--- config.mk ---
export PLATFORM = sky130hd
export DESIGN_NAME = fp32_add_arbiter_flat
export DESIGN_NICKNAME = d
export VERILOG_FILES = /design/src/rtl/fp32_add_arbiter_if.sv /design/src/rtl/fp32_add_arbiter.sv /design/src/flat_wrapper.sv
export SDC_FILE = /design/constraint.sdc
export NUM_CORES = 1
export LEC_CHECK = 0
export ABC_CLOCK_PERIOD_IN_PS = 3900
export CAP_MARGIN = 20
export CORE_AREA = 8 8 148 150
export CTS_BUF_LIST = sky130_fd_sc_hd__clkbuf_8
export CTS_CLUSTER_SIZE = 40
export DETAILED_ROUTE_END_ITERATION = 8
export DIE_AREA = 0 0 156 158
export GPL_ROUTABILITY_DRIVEN = 1
export HOLD_SLACK_MARGIN = 0.08
export PLACE_DENSITY = 0.68
export SYNTH_ARGS = -nofsm -noshare
export SYNTH_HDL_FRONTEND = slang
export SYNTH_SLANG_ARGS = --single-unit
--- constraint.sdc ---
create_clock -name clk -period 3.9 [get_ports clk]
set_clock_uncertainty 0.05 [all_clocks]
set_input_delay 0.78 -clock clk [delete_from_list [all_inputs] [get_ports clk]]
set_output_delay 0.78 -clock clk [all_outputs]
set_load 0.02 [all_outputs]
--- src/rtl/fp32_add_arbiter_if.sv ---
`default_nettype none
// ============================================================================
//  Module   : fp32_add_arbiter_if
//  Purpose  : Request, shared-adder and response bundle for fp32_add_arbiter.
//             slave  = arbiter view, master = requester/adder/consumer view.
//  Revision : 1.0  initial release
// ============================================================================
interface fp32_add_arbiter_if #(
  parameter int NREQ = 4,
  parameter int IDW  = 2
);
  logic [NREQ-1:0]    req_valid;
  logic [NREQ-1:0]    req_ready;
  logic [NREQ*32-1:0] req_a;
  logic [NREQ*32-1:0] req_b;
  logic [31:0]        add_a;
  logic [31:0]        add_b;
  logic [31:0]        add_sum;
  logic               rsp_valid;
  logic               rsp_ready;
  logic [IDW-1:0]     rsp_id;
  logic [31:0]        rsp_sum;

  modport slave (
    input  req_valid, req_a, req_b, add_sum, rsp_ready,
    output req_ready, add_a, add_b, rsp_valid, rsp_id, rsp_sum
  );

  modport master (
    output req_valid, req_a, req_b, add_sum, rsp_ready,
    input  req_ready, add_a, add_b, rsp_valid, rsp_id, rsp_sum
  );
endinterface
`default_nettype wire

--- src/rtl/fp32_add_arbiter.sv ---
`default_nettype none
// ============================================================================
//  Module   : fp32_add_arbiter
//  Purpose  : Round-robin sharing of one combinational FP32 adder among NREQ
//             requesters. Grant -> operand registers -> sum register ->
//             tagged response. FP32 values pass through untouched.
//  Config   : FP32_ARB_PERF_EN adds perf_ops / perf_stall counters.
//  Revision : 1.0  initial release
// ============================================================================
module fp32_add_arbiter #(
  parameter int NREQ = 4,
  parameter int IDW  = 2
) (
  input  logic                clk,
  input  logic                rst,
  fp32_add_arbiter_if.slave   bus
`ifdef FP32_ARB_PERF_EN
  ,
  output logic [31:0]         perf_ops,
  output logic [31:0]         perf_stall
`endif
);

  typedef enum logic [1:0] {
    IDLE = 2'd0,
    EXEC = 2'd1,
    RESP = 2'd2
  } state_t;

  state_t         state_q, state_d;
  logic [IDW-1:0] ptr_q, ptr_d;
  logic [IDW-1:0] id_q;
  logic [31:0]    add_a_q, add_b_q;
  logic           rsp_valid_q;
  logic [IDW-1:0] rsp_id_q;
  logic [31:0]    rsp_sum_q;

  logic           found;
  logic [IDW-1:0] win_idx;
  logic           grant;

  logic [31:0]    a_arr [NREQ];
  logic [31:0]    b_arr [NREQ];

  // Slice the packed operand buses into per-requester words
  for (genvar i = 0; i < NREQ; i++) begin : g_unpack
    assign a_arr[i] = bus.req_a[32*i +: 32];
    assign b_arr[i] = bus.req_b[32*i +: 32];
  end

  // Round-robin search: first valid requester at or above ptr, wrapping
  always_comb begin
    int idx;
    found   = 1'b0;
    win_idx = '0;
    idx     = 0;
    for (int k = 0; k < NREQ; k++) begin
      idx = int'(ptr_q) + k;
      if (idx >= NREQ) idx = idx - NREQ;
      if (!found && bus.req_valid[idx[IDW-1:0]]) begin
        found   = 1'b1;
        win_idx = idx[IDW-1:0];
      end
    end
  end

  // A grant is only possible when the operand registers are free to load;
  // reset suppresses it so req_ready stays low while rst is held.
  assign grant = found && !rst &&
                 ((state_q == IDLE) || ((state_q == RESP) && bus.rsp_ready));

  assign ptr_d = (win_idx == IDW'(NREQ - 1)) ? '0 : win_idx + IDW'(1);

  // Next-state logic
  always_comb begin
    state_d = state_q;
    case (state_q)
      IDLE:    if (grant) state_d = EXEC;
      EXEC:    state_d = RESP;
      RESP:    if (bus.rsp_ready) state_d = grant ? EXEC : IDLE;
      default: state_d = IDLE;
    endcase
  end

  // State register
  always_ff @(posedge clk) begin
    if (rst) state_q <= IDLE;
    else     state_q <= state_d;
  end

  // Operand capture on grant, sum capture in EXEC, response retire in RESP
  always_ff @(posedge clk) begin
    if (rst) begin
      ptr_q       <= '0;
      id_q        <= '0;
      add_a_q     <= '0;
      add_b_q     <= '0;
      rsp_valid_q <= 1'b0;
      rsp_id_q    <= '0;
      rsp_sum_q   <= '0;
    end else begin
      if (grant) begin
        add_a_q <= a_arr[win_idx];
        add_b_q <= b_arr[win_idx];
        id_q    <= win_idx;
        ptr_q   <= ptr_d;
      end
      if (state_q == EXEC) begin
        rsp_sum_q   <= bus.add_sum;
        rsp_id_q    <= id_q;
        rsp_valid_q <= 1'b1;
      end else if ((state_q == RESP) && bus.rsp_ready) begin
        rsp_valid_q <= 1'b0;
      end
    end
  end

  assign bus.req_ready = grant ? (NREQ'(1) << win_idx) : '0;
  assign bus.add_a     = add_a_q;
  assign bus.add_b     = add_b_q;
  assign bus.rsp_valid = rsp_valid_q;
  assign bus.rsp_id    = rsp_id_q;
  assign bus.rsp_sum   = rsp_sum_q;

`ifdef FP32_ARB_PERF_EN
  logic [31:0] perf_ops_q, perf_stall_q;

  // Completed responses and backpressured response cycles, wrapping
  always_ff @(posedge clk) begin
    if (rst) begin
      perf_ops_q   <= '0;
      perf_stall_q <= '0;
    end else begin
      if (rsp_valid_q && bus.rsp_ready)  perf_ops_q   <= perf_ops_q + 32'd1;
      if (rsp_valid_q && !bus.rsp_ready) perf_stall_q <= perf_stall_q + 32'd1;
    end
  end

  assign perf_ops   = perf_ops_q;
  assign perf_stall = perf_stall_q;
`endif

endmodule
`default_nettype wire
--- src/flat_wrapper.sv ---
// flat-port wrapper written by rule: the top's interface ports become plain ports
module fp32_add_arbiter_flat 
#(
  parameter int NREQ = 4,
  parameter int IDW  = 2
)
  (clk, rst, bus_req_valid, bus_req_a, bus_req_b, bus_add_sum, bus_rsp_ready, bus_req_ready, bus_add_a, bus_add_b, bus_rsp_valid, bus_rsp_id, bus_rsp_sum);
  fp32_add_arbiter_if #(.NREQ(NREQ), .IDW(IDW)) bus_i ();
  input  logic clk;
  input  logic rst;
  input wire logic [$bits(bus_i.req_valid)-1:0] bus_req_valid;
  input wire logic [$bits(bus_i.req_a)-1:0] bus_req_a;
  input wire logic [$bits(bus_i.req_b)-1:0] bus_req_b;
  input wire logic [$bits(bus_i.add_sum)-1:0] bus_add_sum;
  input wire logic [$bits(bus_i.rsp_ready)-1:0] bus_rsp_ready;
  output wire logic [$bits(bus_i.req_ready)-1:0] bus_req_ready;
  output wire logic [$bits(bus_i.add_a)-1:0] bus_add_a;
  output wire logic [$bits(bus_i.add_b)-1:0] bus_add_b;
  output wire logic [$bits(bus_i.rsp_valid)-1:0] bus_rsp_valid;
  output wire logic [$bits(bus_i.rsp_id)-1:0] bus_rsp_id;
  output wire logic [$bits(bus_i.rsp_sum)-1:0] bus_rsp_sum;
  assign bus_i.req_valid = bus_req_valid;
  assign bus_i.req_a = bus_req_a;
  assign bus_i.req_b = bus_req_b;
  assign bus_i.add_sum = bus_add_sum;
  assign bus_i.rsp_ready = bus_rsp_ready;
  assign bus_req_ready = bus_i.req_ready;
  assign bus_add_a = bus_i.add_a;
  assign bus_add_b = bus_i.add_b;
  assign bus_rsp_valid = bus_i.rsp_valid;
  assign bus_rsp_id = bus_i.rsp_id;
  assign bus_rsp_sum = bus_i.rsp_sum;
  fp32_add_arbiter #(.NREQ(NREQ), .IDW(IDW)) u_core (.clk(clk), .rst(rst), .bus(bus_i));
endmodule
### Metal 1

Scale: 2 px per um.
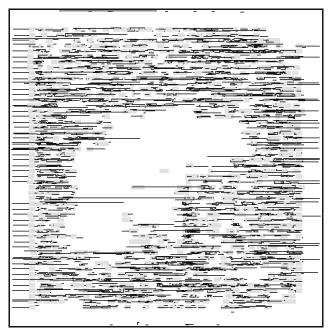
wire length on this layer: 9990 um
longest straight run: 63.9 um
overall routed net length: 26300 um
Global Route met1 Usage: 0.227
vias after detailed routing: 6494

### Met2 routing

Scale: 3 px per um.
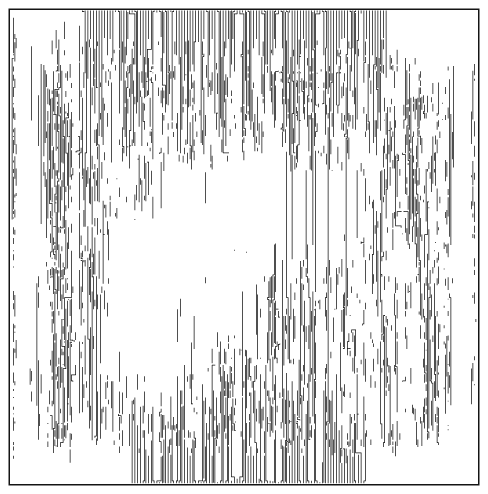
longest straight run: 98.1 um
wire length on this layer: 13100 um
fraction of met2 tracks used by global routing: 0.358

==> impl_metrics.tcl <==
# place-and-route summary
set metrics [dict create \
    synth_top_area_share 0.376 \
    critPathArrivalTime_ns 2.61 \
    finalClockPeriodUsage 0.881 \
    cts_hold_repair.buffers 0 \
    fp_util 0.284 \
    dpl_worst_slack_ns 0.00442 \
    synthFlopType "dfxtp_1" \
    worst_setup_path_end_kind "output port" \
    first_global_vias 6665 \
    timing.critical_path.required_ns 3.07 \
    finalSetupViolCount 0 \
    max_clock_freq_ghz 0.291 \
    ys_cells 693 \
    outcome "complete, no violations" \
    route.antenna.remaining_nets 0 \
    synth-warning-count 0 \
    overall_chip_area_sq_um 24600 \
    headroom_to_the_max_slew_limit 0.457 \
    worst-setup-path-type "in -> out" \
    crit_family "buffers and inverters" \
    ys_area_sq_um 5590 \
    layout.nets 1356 \
    switching_power_w 0.00136 \
    finalWorstPathRequiredPeriod_ns 3.44 \
    yosys.stat.seqShare 0.376 \
    final_hold_viol_count 0 \
    clock_share_of_power 0.204 \
    placed_cell_area_sq_um 9880 \
    timing.critical_path.depth 9 \
    async_set_or_reset_register_ratio_after_synthesis 0 \
    timing.critical_path.cells "clkdlybuf4s50_1 -> nor2b_1 -> a21boi_1 -> o31ai_1 -> buf_4 -> inv_1 -> ha_1 -> and2_1 -> dlymetal6s2s_1" \
    synth-seq-cells 105 \
    flow.area_growth_from_synthesis_pct 81.4 \
    sequentialPowerShare 0.351 \
    total_power_of_the_final_layout_w 0.00383 \
    worst_hold_path_type "reg -> reg" \
    grt_antenna_before_repair 0 \
    peakVddDrop_uv 174 \
    syn-mean-instance-area_sq_um 8.07 \
    worst_hold_slack_ns 0.398 \
    syn-cell-area_sq_um 5590 \
    post_synth_main_area_contributors "dfxtp_1 38%, mux2i_1 13%, nand2_1 8.7%" \
    n_antenna_cell 0 \
    global_route_wire_length_before_repair_um 39000 \
    grt_setup_unrepaired "false" \
    worst_setup_path_start_kind "primary input" \
    routabilityCongestion 0.835 \
    intPower_w 0.00247 \
    htree_levels 3 \
    post-route-cell-area_sq_um 10100 \
    die_height_um 158 \
    pwr-share-comb 0.446 \
    globalRoute.totalOverflow 0 \
    setup_slack_on_the_worst_flop_to_flop_path_ns 1.61 \
    worst_r2r_path_depth 6 \
    drv.max_cap_violation_count 0 \
    cts_inserted_buffers 9 \
    postSynthCellCount 693 \
    wl_per_cell_um 19.7 \
    worst_slew_pin_slew_ns 0.815 \
    synthesized_netlist_net_count 992 \
    power.switching_fraction 0.354 \
    grt_busiest_layer "met2" \
    grt_start_max_net_pins 66 \
    fillerInstances 1922 \
    hold_critical_path_depth 2 \
    initialDrtViolationCount 311 \
    tns_ns 0 \
    max-clock-path-buffers 2 \
    power.density_nw_per_um2 378 \
    slowest_stage_delay_on_critical_path_ns 0.54 \
    ctsRootBufferMaster "clkbuf_8" \
    track_usage 0.204 \
    ys_types 33 \
    clock_tree_from_tritoncts "yes" \
    drt_first_pass_iters 5 \
    vias_per_cell 4.88 \
    placeable_core_region_sq_um 19700 \
    clkSinkCount 105 \
    timing.final.ws_setup_ns 0.464 \
    detailedPlacementHpwl_um 19800 \
    cp.buffers_inverters 4 \
    edf_count 0 \
    synth.top_cells.by_count "129 x nand2_1, 105 x dfxtp_1, 73 x mux2i_1" \
    critical_path_fanout_max 4 \
    port_buffers 397 \
    worst_path_max_delay_cell "clkdlybuf4s50_1" \
    drc_errors_left 0 \
    most_common_cell "nand2_1" \
    stage_log_warnings 29 \
    clkTransAtPathRegs_ns 0.09 \
    post_route_cells_drive_above_1_share 0.0490 \
    num_rows 52 \
    floorplan.die.width_um 156 \
    slew_viol_final 0 \
    cellLeakagePower_nw 3.99 \
    num_io_pins 398 \
]
### Met3 routing

Scale: 2 px per um.
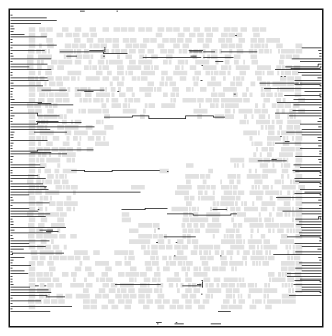
longest straight run: 64.6 um
share of all routed wire: 9.8%
main direction: horizontal
met3 track demand over resource in global routing: 0.0721

## kinds of logic (layout without fill, tap and decap cells)
group           after synthesis  after routing  synth area share
flops                       105            105             0.376
simple gates                223            223             0.175
buf+inv                      70            439            0.0557
mux                          73             73             0.131
compound gates              218            218             0.253
fa+ha+maj                     4              4           0.00895
## registers in the layout (all words and copies together) (netlist names)
register and cells:
u_core.bus.add_b 32, u_core.id_q 2, u_core.bus.rsp_valid 1, u_core.bus.rsp_sum 32, u_core.state_q 2, u_core.bus.add_a 32
u_core.ptr_q 2, u_core.bus.rsp_id 2
## per-stage QoR
stage                     utilization  instances
after global routing            0.514       1332
after floorplan                     -        693
after global placement          0.501       1316
final                           0.514       1332
after detailed placement        0.501       1316
after CTS                       0.513       1332
## per-layer routing
layer / vias to the layer above / part of all wire
met5: - / 0
met4: 0 / 0.022
met3: 36 / 0.098
met2: 306 / 0.50
met1: 2950 / 0.38
li1: 3202 / -
## worst reg2reg max path, cell delays in order, from the launching register on
cell	delay (ns)
dfxtp_1	0.37
nor2b_2	0.31
nor4b_4	0.12
nor2_4	0.15
buf_4	0.62
mux2i_1	0.42
o211ai_1	0.12
## final cells by class
| type | instances | area (sq um) | share of cell area |
|---|---|---|---|
| Sequential cell | 105 | 2100 | 0.207 |
| Multi-Input combinational cell | 518 | 3250 | 0.321 |
| Clock inverter | 7 | 98.8 | 0.00975 |
| Timing Repair Buffer | 419 | 4210 | 0.415 |
| Tap cell | 270 | 338 | 0.0333 |
| Clock buffer | 9 | 124 | 0.0122 |
| Inverter | 4 | 16.3 | 0.00160 |
## power groups by stage
stage,registers (W),logic [W],clock network (W)
floorplan,0.00155,0.000640,0
global placement,0.00136,0.00171,0
detailed placement,0.00136,0.00172,0
CTS,0.00134,0.00173,0.000817
global route,0.00136,0.00183,0.000861
finish,0.00134,0.00171,0.000780
## timing repair
action,4_1_cts,5_1_grt
setup endpoints to repair,0,3
buffers inserted,0,0
resized,0,9
## final timing paths
| path | start | endpoint |
|---|---|---|
| setup / recovery | bus_req_valid[1] | bus_req_ready[3] |
| hold / removal | u_core.id_q[1] | u_core.id_q[1] |
| setup reg to reg | u_core.ptr_q[0] | u_core.bus.add_a[18] |
| hold reg to reg | u_core.id_q[1] | u_core.id_q[1] |
## cells in the final DEF (no fill, tap or decap), drive strengths merged
cell	count
a21boi	1
a21o	55
a21oi	34
a22oi	1
and2	4
buf	23
bufinv	2
clkbuf	9
clkdlybuf4s50	393
clkinv	3
dfxtp	105
dlymetal6s2s	3
ha	4
inv	6
mux2i	73
nand2	129
nand2b	1
nand3	65
nand3b	1
nor2	9
nor2b	6
nor3	1
nor3b	1
nor4	2
nor4b	1
o211ai	56
o21ai	59
o21bai	1
o221ai	9
o311ai	1
o31ai	1
or4	2
or4b	1
No activity file was given, so power comes from the tool's default toggle rates.
